File: src/rtl/change_dispenser.sv
// Change dispenser: drains a loaded amount as a stream of value-2/value-1 coins over ready/valid.
// Optional feature: define CHANGE_ABORT_EN to add an `abort` input that ends a payout early.
module change_dispenser #(
    parameter int N = 4
) (
    input  logic         clk,
    input  logic         rst,
    input  logic         start,
    input  logic [N-1:0] amount,
`ifdef CHANGE_ABORT_EN
    input  logic         abort,
`endif
    input  logic         coin_ready,
    output logic         coin_valid,
    output logic         coin_big,
    output logic         busy,
    output logic         done,
    output logic [N-1:0] remaining,
    output logic [N-1:0] paid
);

    typedef enum logic [1:0] {
        IDLE     = 2'd0,
        DISPENSE = 2'd1,
        DONE     = 2'd2
    } state_t;

    state_t       state_q, state_d;
    logic [N-1:0] remaining_q, remaining_d;
    logic [N-1:0] paid_q, paid_d;
    logic [N-1:0] coin_value;
    logic         transfer;
    logic         leave_dispense;

    // Coin size depends only on the registered balance, so it cannot change
    // while the eject mechanism stalls.
    assign coin_valid = (state_q == DISPENSE);
    assign busy       = (state_q == DISPENSE);
    assign done       = (state_q == DONE);
    assign coin_big   = (state_q == DISPENSE) && (remaining_q >= N'(2));
    assign coin_value = coin_big ? N'(2) : N'(1);
    assign transfer   = coin_valid && coin_ready;
    assign remaining  = remaining_q;
    assign paid       = paid_q;

    // NOTE: every signal assigned in this block gets a default first, so no
    // path through the case statement can infer a latch.
    always_comb begin
        state_d        = state_q;
        remaining_d    = remaining_q;
        paid_d         = paid_q;
        leave_dispense = 1'b0;

        case (state_q)
            IDLE: begin
                if (start) begin
                    paid_d = '0;
                    if (amount != '0) begin
                        remaining_d = amount;
                        state_d     = DISPENSE;
                    end else begin
                        state_d     = DONE;
                    end
                end
            end

            DISPENSE: begin
                if (transfer) begin
                    remaining_d = remaining_q - coin_value;
                    paid_d      = paid_q + coin_value;
                    if (remaining_q == coin_value)
                        leave_dispense = 1'b1;
                end
`ifdef CHANGE_ABORT_EN
                // An abort coinciding with a transfer still books that coin.
                if (abort)
                    leave_dispense = 1'b1;
`endif
                if (leave_dispense)
                    state_d = DONE;
            end

            DONE: begin
                state_d = IDLE;
            end

            default: begin
                state_d = IDLE;
            end
        endcase
    end

    // NOTE: state is updated with non-blocking assignments so every register
    // samples the pre-edge values computed above; the async reset clears all
    // of it, which also withdraws any coin on offer immediately.
    always_ff @(posedge clk or negedge rst) begin
        if (!rst) begin
            state_q     <= IDLE;
            remaining_q <= '0;
            paid_q      <= '0;
        end else begin
            state_q     <= state_d;
            remaining_q <= remaining_d;
            paid_q      <= paid_d;
        end
    end

endmodule

File: config.mk
export PLATFORM = sky130hd
export DESIGN_NAME = change_dispenser
export DESIGN_NICKNAME = d
export VERILOG_FILES = /design/src/rtl/change_dispenser.sv
export SDC_FILE = /design/constraint.sdc
export NUM_CORES = 1
export LEC_CHECK = 0
export CAP_MARGIN = 15
export CORE_AREA = 2 2 44 46
export DETAILED_ROUTE_END_ITERATION = 6
export DIE_AREA = 0 0 46 48
export PLACE_DENSITY = 0.74
export SLEW_MARGIN = 10
export SYNTH_ARGS = -nofsm -noshare
export SYNTH_HDL_FRONTEND = slang
export SYNTH_SLANG_ARGS = --single-unit
File: constraint.sdc
create_clock -name clk -period 2.5 [get_ports clk]
set_clock_uncertainty 0.05 [all_clocks]
set_input_delay 0.5 -clock clk [delete_from_list [all_inputs] [get_ports clk]]
set_output_delay 0.5 -clock clk [all_outputs]
set_load 0.1 [all_outputs]
==> run summary, run 1 <==
Chip Area, Yosys - 764 um2
Chip height - 48 um
Routed vias - 696
DRT antenna net count - 0
Post-synth design cell area - 764 um2
Routed WL - 1.84 mm
Main flop type - dfrtp_1
Die ar. - 0.00221 mm2
Max Transition Viols Final - 0
Setup TNS - 0 ns
Unrepaired setup endpoints after global routing - false
First-pass GRT wire length - 2.83 mm
Commonest Layout Cell - buf_4
Number of diodes - 0
CORE AREA - 0.00169 mm2
Number of I/O pins - 20
Worst hold slack - 0.497 ns
Crit end category - flip-flop
Max-capacitance violation count - 0
Post-synth EDFFs - 0
Final WS setup - 0.343 ns
Avg Inst Size Synth - 9.56 um2
Cycle use final - 0.863
CP Launch Type - flip-flop
Drt drc - 0
# hold bufs at CTS - 0
Clock-pin slew on the worst setup and hold paths - 0.07 ns
FFs w/ async S/R, synth - 1.00
Log Warnings - 27
Top cells excl fill/tap - buf_4, dfrtp_1, clkdlybuf4s50_1
Period minus WS final - 2.16 ns
Synthesis-to-finish area growth - 38.6%
Max Freq - 464 MHz
Slew @ Worst Pin - 0.497 ns
Hpwl dp - 1.40 mm
#FFs+latches synth - 10
Run status - complete, no violations
CTS tree - yes
Via/cell ratio - 5.85
Largest net degree at the start of global routing - 19
Met1 Usage GRT - 0.244
CP arrival - 2.26 ns
Area of placed instances - 0.00102 mm2
GRT overflow - 0
Required @ worst endpoint - 2.61 ns
CTS Buf Count - 3
Critical path peak fanout - 6
CTS Sinks - 10
Number of global-route vias before repair - 658
Worst Hold Class - reg2reg
Synth Net Count - 94
Met2 GRT Util - 0.286
GR peak layer - met2
Design area - 0.00106 mm2
Relative slew margins - 0.668
## run 1: per-stage QoR
step	std cells
6_report	119
5_1_grt	119
4_1_cts	119
3_5_place_dp	115
3_3_place_gp	115
2_1_floorplan	80
## run 1: worst paths after layout
| check | endpoint | startpoint | cells past startpoint | slack [ns] |
|---|---|---|---|---|
| worst max register to register | paid[2]$_DFFE_PN0P_ | state_q[1]$_DFFE_PN0P_ | 8 | 0.34 |
| worst min register to register | paid[3]$_DFFE_PN0P_ | paid[3]$_DFFE_PN0P_ | 2 | 0.50 |
| min in group asynchronous | paid[3]$_DFFE_PN0P_ | rst | 1 | 0.51 |
| max in group asynchronous | remaining[2]$_DFFE_PN0P_ | rst | 1 | 1.56 |
| worst min-delay path | paid[3]$_DFFE_PN0P_ | paid[3]$_DFFE_PN0P_ | 2 | 0.50 |
| worst max-delay path | paid[2]$_DFFE_PN0P_ | state_q[1]$_DFFE_PN0P_ | 8 | 0.34 |
## run 1: cell type report
type	count	area [um2]
fillers	141	629
multi-input cells	58	494
flip-flops and latches	10	250
repair buffers	22	220
inverters	8	37.5
clock buffers	4	36.3
well taps	17	21.3
## run 1: per-layer routing
layer | wire (um) | share of wire | vias up
li1 | - | - | 340
met4 | 35 | 0.019 | 0
met5 | 0 | 0 | -
met1 | 899 | 0.49 | 337
met3 | 43 | 0.023 | 6
met2 | 865 | 0.47 | 13
## run 1: flip-flops by register name, summed over array words and instances, names as in the netlist
register / cells
remaining: 4
paid: 4
state_q: 2
## run 1: kinds of logic (layout without fill, tap and decap cells)
family / Yosys count / in the layout / share of synthesized area
AND-OR/OR-AND: 23 / 23 / 0.236
adder cells (fa/ha/maj): 6 / 6 / 0.118
buffers and inverters: 12 / 34 / 0.0655
flip-flops: 10 / 10 / 0.327
multiplexers: 4 / 4 / 0.0556
AND/OR/NAND/NOR: 25 / 25 / 0.198
## run 1: Yosys cell counts, drive strengths merged (2+ instances only)
library cell / n / area (um2)
dfrtp: 10 / 250
inv: 8 / 30.0
a21oi: 6 / 33.8
a22o: 5 / 43.8
ha: 4 / 50.1
nand2: 4 / 15.0
nand2b: 4 / 25.0
nor2: 4 / 15.0
nor3b: 4 / 30.0
a32oi: 2 / 17.5
buf: 2 / 12.5
clkbuf: 2 / 7.51
fa: 2 / 40.0
mux2: 2 / 22.5
mux2i: 2 / 20.0
nor2b: 2 / 12.5
or4: 2 / 18.8
## run 1: worst max-delay path, stage by stage (launching register included)
cell	delay, ns
dfrtp_1	0.38
nand2b_4	0.18
clkinvlp_4	0.15
nand2b_4	0.09
ha_1	0.24
fa_2	0.38
nand2_1	0.09
mux2_4	0.30
a22o_1	0.19
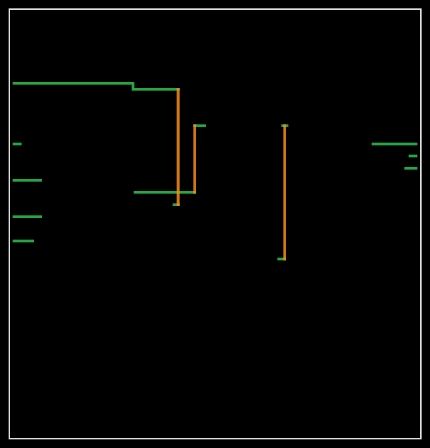
**Above:** run 1 (routed metal, one color a layer).
Two of the layers only.
Key: M4 = orange [wire length 35.4 um]; M3 = green [wire length 43.5 um]

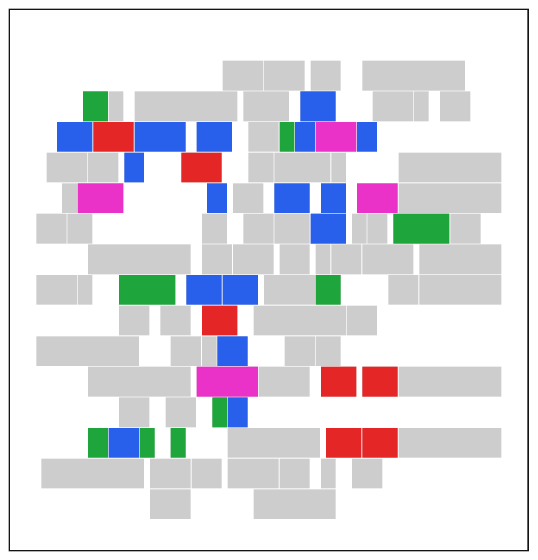
**Above:** run 1 (gate-type map).
Key: non-inverting ao/oa cells = red [cells 7, most used a22o_1]; aoi and oai cells = blue [cells 16, most used a21oi_1]; mux cells = magenta [cells 4, most used mux2i_1]; nand cells = green [cells 9, most used nand2_1]

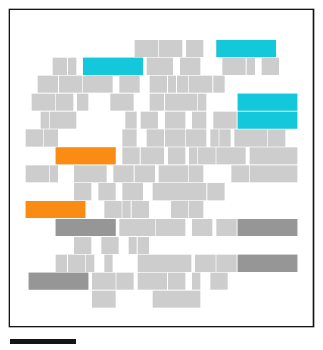
**Above:** run 1 (sequential cells colored by netlist name).
Scale bar: 10 um. Other sequential cells in the stronger gray, the rest of the logic in the fainter gray.
Key: remaining = cyan [flops 4, where north-east]; state_q = orange [flops 2]
Another 4 sequential cells are not colored.

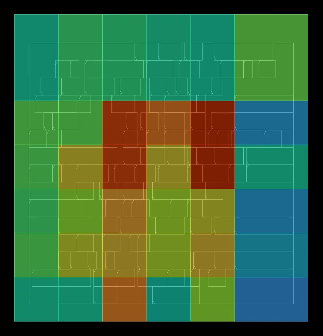
**Above:** run 1 (congestion heat map).
final core utilization: 0.627
met3 Usage GRT: 0.0340
GRT Util Overall: 0.185
routed len/inst: 15.5 um

==> inputs of run 2 (changes only) <==
--- a/config.mk
+++ b/config.mk
@@ -9,6 +9,7 @@
 export CORE_AREA = 2 2 44 46
 export DETAILED_ROUTE_END_ITERATION = 6
 export DIE_AREA = 0 0 46 48
+export HOLD_SLACK_MARGIN = 0.15
 export PLACE_DENSITY = 0.74
 export SLEW_MARGIN = 10
 export SYNTH_ARGS = -nofsm -noshare
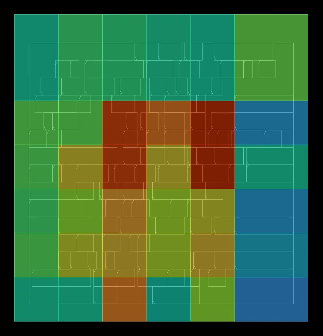
**Above:** run 2 (congestion heat map).
met2 GRT Util: 0.286
GR peak layer: met2
met1 Usage GRT: 0.244

==> run 2 against run 1 <==
Effect of this change: setup slack is the same; wire length stayed put; register-to-register slack about the same; count of clock-buffer cells in the layout did not move; non-clock buffer count unchanged; first-iteration DRC count stayed put; highest routed layer unchanged; sequential share of layout area stayed put; critical path type unchanged.
==> run summary, run 2 <==
CORE AREA - 0.00169 mm2
First-pass GRT wire length - 2.83 mm
Worst Hold Class - reg2reg
Synthesis-to-finish area growth - 38.6%
Crit Path Category - reg2reg
Die W - 46 um
Run status - complete, no violations
Area of placed instances - 0.00102 mm2
DRT antenna net count - 0
# setup viols final - 0
Hpwl dp - 1.40 mm
Period minus WS final - 2.16 ns
GRT overflow - 0
Most common cell in the netlist - dfrtp_1
Reg2Reg Depth - 8
Crit end category - flip-flop
FFs w/ async S/R, synth - 1.00
GRT Util Overall - 0.185
Chip height - 48 um
Synth top cells by count - dfrtp_1, inv_1, a21oi_1, a22o_1
Chip Area, Yosys - 764 um2
Final WS setup - 0.343 ns
Max-capacitance violation count - 0
Synth Net Count - 94
Required @ worst endpoint - 2.61 ns
Reg area - 250 um2
Largest net degree at the start of global routing - 19
Antenna violations before repair - 0
Avg Inst Size Synth - 9.56 um2
CTS tree - yes
# Post-CTS Setup Buffers - 0
Unrepaired setup endpoints after global routing - false
Relative slew margins - 0.668
Routability cong. - 0.834
Count of different cell masters after synthesis - 35
Design area - 0.00106 mm2
Number of global-route vias before repair - 658
#FFs+latches synth - 10
Final Non-Filler Cells - 119
Drt drc - 0
Layout cells sized above 1 - 0.314
Post-synth EDFFs - 0
Number of diodes - 0
Synth area leader - dfrtp_1
Main flop type - dfrtp_1
Slew @ Worst Pin - 0.497 ns
Die ar. - 0.00221 mm2
Max Freq - 464 MHz
Routed len/inst - 15.5 um
Register share after synthesis - 0.327
Critical path peak fanout - 6
Routed vias - 696
CTS Buf Count - 3
Insertion delay at the late pin of the worst-skew pair - 0.27 ns
Total placed cells including tap cells - 115
R2R setup slack - 0.34 ns
Log Warnings - 27
Clock-pin slew on the worst setup and hold paths - 0.07 ns
Synth area leaders - dfrtp_1, ha_1, a22o_1, fa_1, inv_1
Logic area - 494 um2
CP Launch Type - flip-flop
Hold depth - 2
DRT iter0 DRCs - 18
Commonest Layout Cell - buf_4
CTS Sinks - 10
Routed WL - 1.84 mm
Top cells excl fill/tap - buf_4, dfrtp_1, clkdlybuf4s50_1
Dpl ws - 0.358 ns
Number of I/O pins - 20
Via/cell ratio - 5.85
# hold bufs at CTS - 0
Max Transition Viols Final - 0
CP arrival - 2.26 ns
Cycle use final - 0.863
Row count - 15
Top cell type's share of synthesized area - 0.327
Fillers - 141
Nets - 117
Post-synth design cell area - 764 um2
## run 2: cell counts after synthesis
No cell type changed its count.
## run 2: through the flow
step	setup TNS [ns]	util	hold slack (ns)
final	0	0.627	0.497
after CTS	0	0.627	0.500
after global placement	0	0.606	0.477
after floorplan	-2.11	-	0.154
after detailed placement	0	0.606	0.481
after global routing	0	0.627	0.539
## run 2: worst max-delay path: stages (launching register included)
cell	delay, ns
dfrtp_1	0.38
nand2b_4	0.18
clkinvlp_4	0.15
nand2b_4	0.09
ha_1	0.24
fa_2	0.38
nand2_1	0.09
mux2_4	0.30
a22o_1	0.19
## run 2: logic make-up after synthesis
group                    after synthesis  share of synthesized area
flip-flops                            10                      0.327
adder cells (fa/ha/maj)                6                      0.118
multiplexers                           4                     0.0556
buffers and inverters                 12                     0.0655
AND-OR/OR-AND                         23                      0.236
AND/OR/NAND/NOR                       25                      0.198
## run 2: final timing paths
kind | end | start
worst max-delay path | paid[2]$_DFFE_PN0P_ | state_q[1]$_DFFE_PN0P_
worst min-delay path | paid[3]$_DFFE_PN0P_ | paid[3]$_DFFE_PN0P_
worst max register to register | paid[2]$_DFFE_PN0P_ | state_q[1]$_DFFE_PN0P_
worst min register to register | paid[3]$_DFFE_PN0P_ | paid[3]$_DFFE_PN0P_
max in group asynchronous | remaining[2]$_DFFE_PN0P_ | rst
min in group asynchronous | paid[3]$_DFFE_PN0P_ | rst
## run 2: per-layer routing
metal / up-vias / part of all wire / GRT usage
met3: 6 / 0.023 / 0.0340
li1: 340 / - / -
met4: 0 / 0.019 / 0.103
met1: 337 / 0.49 / 0.244
met5: - / 0 / 0
met2: 13 / 0.47 / 0.286
## run 2: final cells by class
type,count,share of cell area
clock buffer,4,0.0342
tap,17,0.0201
sequential,10,0.236
timing repair buffer,22,0.208
multi-input combinational,58,0.466
inverter,8,0.0354
